Fig. 1: run 1, signal wires on met1
Cells faint in the background.
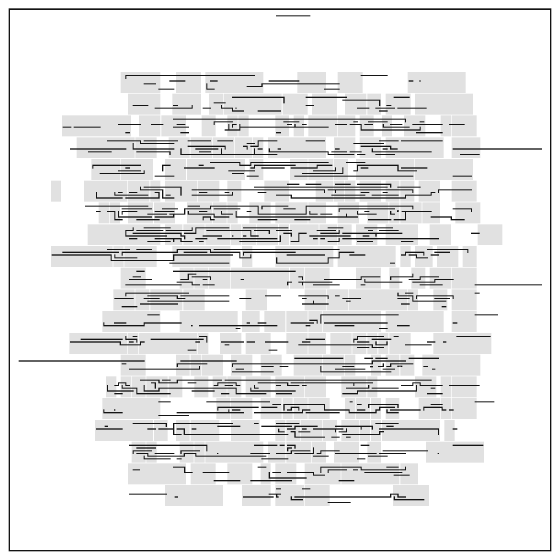
Fig. 2: run 1, cell area per tile
Bar = 20 microns. The die is cut into 7 by 7 equal tiles; dark blue is low, red is high, 0 to 100% covered.
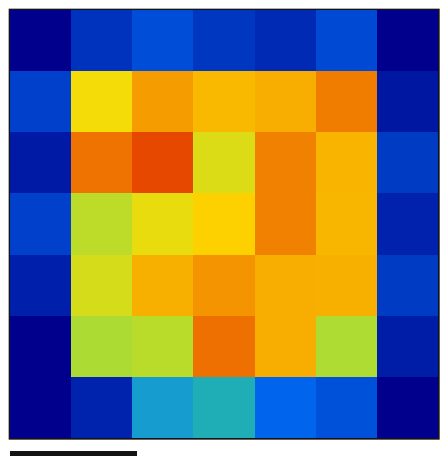
Fig. 3: run 1, cells by drive strength
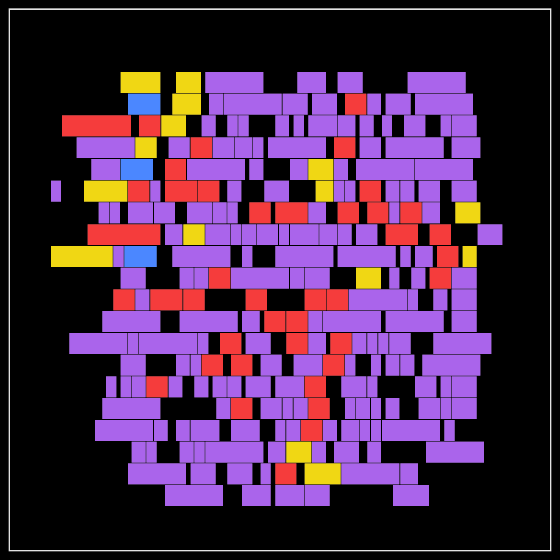
Fig. 4: run 1, the metal 2 layer
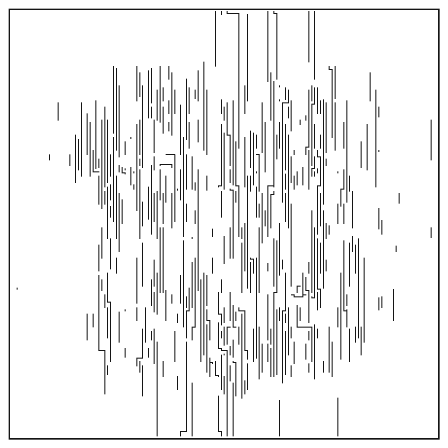
==> config.mk <==
export PLATFORM = sky130hd
export DESIGN_NAME = index_mask_decoder
export DESIGN_NICKNAME = d
export VERILOG_FILES = /design/src/rtl/index_mask_pkg.sv /design/src/rtl/index_to_mask.sv /design/src/rtl/index_mask_decoder.sv
export SDC_FILE = /design/constraint.sdc
export NUM_CORES = 1
export LEC_CHECK = 0
export CAP_MARGIN = 20
export CORE_MARGIN = 5
export CORE_UTILIZATION = 46
export DETAILED_ROUTE_END_ITERATION = 12
export GPL_ROUTABILITY_DRIVEN = 1
export MAX_ROUTING_LAYER = met4
export PLACE_DENSITY = 0.79
export SETUP_SLACK_MARGIN = 0.05
export SLEW_MARGIN = 30
export SYNTH_ARGS = -nofsm -noshare
export SYNTH_HDL_FRONTEND = slang
export SYNTH_SLANG_ARGS = --single-unit
==> constraint.sdc <==
create_clock -name clk -period 1.5 [get_ports clk]
set_input_delay 0.3 -clock clk [delete_from_list [all_inputs] [get_ports clk]]
set_output_delay 0.3 -clock clk [all_outputs]
set_load 0.01 [all_outputs]
==> run summary <==
Notes on the physical implementation.

- The sequential-to-total area share from yosys stat is 43.4%, for reference.
- The placed standard-cell area is 1990 sq um, for reference.
- The die is 67.5 microns wide.
- Dividing total power by cell area gives a power density of 807 nW/um^2.
- The multi-input combinational area share is 39.8%, for reference.
- In this run the count of I/O pins placed on the die edge is 28.
- The run reported a max-capacitance violation count of 0.
- Traced cell by cell, the critical path runs through ha_4 > nand4_1 > nor2_4 > mux2i_2 > a211oi_1.
- The area recorded from the Yosys report for this design is 1520 sq um.
- The register bit total from synthesis is 33, for reference.
- The number of logged tool warnings is 28, for reference.
- The final worst-path setup slack is 0.00772 ns, for reference.
- For this sky-water flow run, the detailed-routed wirelength per cell is reported as 14.1 microns.
- The number of routed nets with antenna violations is 0, for reference.
- The final net count is 247, for reference.
- The maximum buffer depth of the clock tree is 2, for reference.
- Yosys shows that the main logic family after synthesis is simple AND/OR/NAND/NOR gates.
- The final timing report lists a max-slew violation count of 0.
- On the final layout, the worst clock skew is 0.00704 ns.
- The number of diodes added for antenna fixing is 0, for reference.
- The prevailing post-synth register cell is sky130_fd_sc_hd__dfxtp_1, for reference.
- The script reports the combined buffer and inverter count of the critical path as 0.
- For reference, XOR and XNOR gates occupy 2.30% of the area reported after synthesis.
- The clock insertion delay at the later pin of the skew report is 0.33 ns, for reference.
- The highest cell delay on the worst timing path is 0.38 ns, for reference.
- The fraction of the mapped netlist area in adder cells is 0.822%, for reference.
- The post-route worst hold slack is 0.457 ns, for reference.
- The most frequently used library cell after synthesis is sky130_fd_sc_hd__dfxtp_1.
- Per the OpenROAD floorplan log, the height of the die is 67.5 microns.
- The number of cells produced by synthesis is 184, for reference.
- Per the CTS log, the root buffer master is sky130_fd_sc_hd__clkbuf_4.
- The total area inside the core boundary comes to 3100 sq um.
- The synthesis report lists the most area-consuming cells as sky130_fd_sc_hd__dfxtp_1 43%, sky130_fd_sc_hd__nor2_1 6.7%, sky130_fd_sc_hd__nor3_1 6.2%.
- The maximum net fanout on the critical path is 5, for reference.
- The type of the most critical hold path is flop to flop, for reference.
- Post-route period utilization is reported as 99.5%.
- A synthesized cell averages 8.28 sq um.
- In the global route stage, met3 resource usage came out at 5.82%.
- After layout, the design draws a total of 1.71 mW.
- Of all the cell area in the finished design, the clock network holds 2.31%.
- The final setup violation count is 0, for reference.
- Prior to clock tree synthesis, the placed netlist has a worst setup slack of -0.338 ns.
- The required time at the worst endpoint is listed as 1.72 ns.
- The final routed DRC violation total is 0, for reference.
- The fraction of the mapped netlist area in simple logic gates is 28.3%, for reference.
- The sequential cell count of the final layout is 33, for reference.
- The largest net degree at the start of global routing is 14, for reference.
- Per the placement log, port buffering inserted 26 buffers.
- The yosys stat cell total is 184, for reference.
- For this run, asynchronously set or reset flops after synthesis account for 0%.
- For reference, the final report shows the hold violation count at 0.
- Counting the warning lines in the Yosys log gives 0.
- In this run the cell area of the synthesized design comes to 1520 sq um.
- The count of inverters other than clock inverters in the layout is 2, for reference.
- Across the placement rows, the number of tap cells is 44.
- The layout has 274 filler cells.
- TritonCTS built the clock tree.
- The proportion of netlist area held by the largest area contributor is 43.4%, for reference.
- The register cell area after layout is 666 sq um, for reference.
- The via count of the first global-routing pass was 1,499.
- Looking at the critical path, the single cell with the biggest stage delay is sky130_fd_sc_hd__dfxtp_4.
- Setup repair after global routing could not meet its margin everywhere.
- The number of clock-tree buffers in the layout is 8, for reference.
- The reported leakage power is 0.886 nW, for reference.
- By count the netlist is led by 33 x sky130_fd_sc_hd__dfxtp_1, 27 x sky130_fd_sc_hd__nor2_1, 19 x sky130_fd_sc_hd__nor3_1.
- The wire length of the first global-routing pass is 6690 microns, for reference.
- The critical path runs through a total of 5 cells.
- The proportion of cell area occupied by registers is 31.5%, for reference.
- The cell count after placement is 269, for reference.
- The row count is 20, for reference.
- The run finished with clean final reports.
- The area taken by multi-input combinational cells is reported as 841 sq um.
- The initial antenna violation count is 0, for reference.
- The worst hold path cell count is 2, for reference.
- The number of vias per cell after detailed routing is 5.41, for reference.
- The critical setup path kind is flop to flop, for reference.
- The area share of buffers outside the clock network is 23.4%, for reference.
- Looking at the VDD voltage map, the peak drop is 437 uV.
- The number of clock buffers added by TritonCTS is 5.
- The path depth of the worst reg2reg path is 5, for reference.
- The total congestion overflow after global routing is 0, for reference.
- The critical path data arrival time is 1.72 ns, for reference.
- Global route summary, busiest routing layer listed as met2.
- The final critical path time including I/O delays and setup is 1.49 ns, for reference.
- The share of synthesized cell area in and-or and or-and compound cells is 17.6%, for reference.
- The cell group occupying the most layout area is combinational gates, for reference.
- The fraction of final layout cells sized beyond drive strength 1 is 24.8%, for reference.
- In this run, synthesis inferred 0 flip-flops with an integrated enable.
- The worst setup path is captured at a flop.
- The number of nets at floorplan is 194, for reference.
- The placer's final routability congestion estimate is 0.886, for reference.
- The number of DRC markers after the initial detailed-route iteration is 130, for reference.
- The number of non-filler instances in the completed layout is 282, for reference.
- The number of clock sinks is 33, for reference.
- The wire-length estimate of the detail-placed layout is 2920 microns.
- For this run, the detailed router's first-pass iteration total came to 4.
- The count of multi-input gates is 136, for reference.
- The overall track demand over capacity in global routing is 20.2%, for reference.
- The worst-case reg-to-reg setup slack stands at 0.008 ns.
- The proportion of synthesized area in mux cells is 1.97%, for reference.
- The count of different cell masters after synthesis is 45, for reference.
- The aggregate negative setup slack is 0 ns, for reference.
- Broken down by cell family, the worst path's largest delay share belongs to simple AND/OR/NAND/NOR gates.
- The area of the die is 4560 sq um, for reference.
- The fmax is 670 MHz, for reference.
- The largest total area in the synthesized netlist belongs to sky130_fd_sc_hd__dfxtp_1.
- The clock transition at the registers of the reported paths is 0.10 ns, for reference.
- STA classifies the critical path startpoint as a flop.
- The number of H-tree levels is 2, for reference.
Notes on Fig. 1 above:
wire length on this layer	1,770 microns
share of all routed wire	45%
nets with wire on the layer	232
DRT Wirelength: 3980 microns
GR met1 Demand/Resource: 23.6%
Via Count: 1,526

Notes on Fig. 2 above:
tiles over 75% full	35%
emptiest ninth of the die	bottom left
nearly empty tiles	10%
densest ninth of the die	middle
core occupancy in the finished layout: 68.1%
starting utilization of the core area: 49.1%

Notes on Fig. 3 above:
size	colour	cells	share
drive 2	yellow	15	6.3%
drive 6 and up	blue	3	1.3%
drive 1 or less	purple	179	75%
drive 3 to 4	red	41	17%
bufs w/o clock: 59
Area Growth Syn to Fin: 38.8%
post-route design area: 2110 sq um

Notes on Fig. 4 above:
nets with wire on the layer	219
share of all routed wire	48%
met2 track utilization from global routing: 32.2%

## run 1: layer usage
layer	up-vias	wire, microns
met2	38	1920
met1	719	1770
met5	-	0
met4	0	59
met3	6	223
li1	763	-
## run 1: placed cells by master (no fill, tap or decap), types with 5 or more instances in the layout
master	instances
sky130_fd_sc_hd__a211oi_1	5
sky130_fd_sc_hd__a21oi_1	16
sky130_fd_sc_hd__buf_4	30
sky130_fd_sc_hd__clkbuf_4	5
sky130_fd_sc_hd__clkdlybuf4s50_1	7
sky130_fd_sc_hd__dfxtp_1	31
sky130_fd_sc_hd__dlygate4sd2_1	17
sky130_fd_sc_hd__nand2_1	10
sky130_fd_sc_hd__nand3_1	5
sky130_fd_sc_hd__nor2_1	27
sky130_fd_sc_hd__nor3_1	18
## run 1: repair_timing
| item | 4_1_cts | 5_1_grt |
|---|---|---|
| endpoints found under the setup margin | 23 | 17 |
| hold buffers | 0 | 0 |
| pin swaps | 5 | 8 |
| gates resized | 29 | 13 |
| setup buffers | 4 | 1 |
## run 1: cells by family (layout without fill, tap and decap cells)
family / after synthesis / in the layout
buf+inv: 15 / 69
simple gates: 85 / 85
flops: 33 / 33
mux: 3 / 3
compound gates: 42 / 42
other cells: 1 / 1
xor+xnor: 4 / 4
fa+ha+maj: 1 / 1
## run 1: where the power goes
group	internal, mW	leakage, nW	switching (mW)
combinational	0.144	0.590	0.154
sequential	0.914	0.270	0.0200
clock	0.187	0.0265	0.288
total	1.24	0.886	0.462
## run 1: tightest hold or removal path: cells and delay by family, from the launching register on
kind | cells | cell delay (ns)
flip-flops | 1 | 0.32
AND/OR/NAND/NOR | 1 | 0.05
AND-OR/OR-AND | 1 | 0.05
Power and IR drop assume default switching activity.
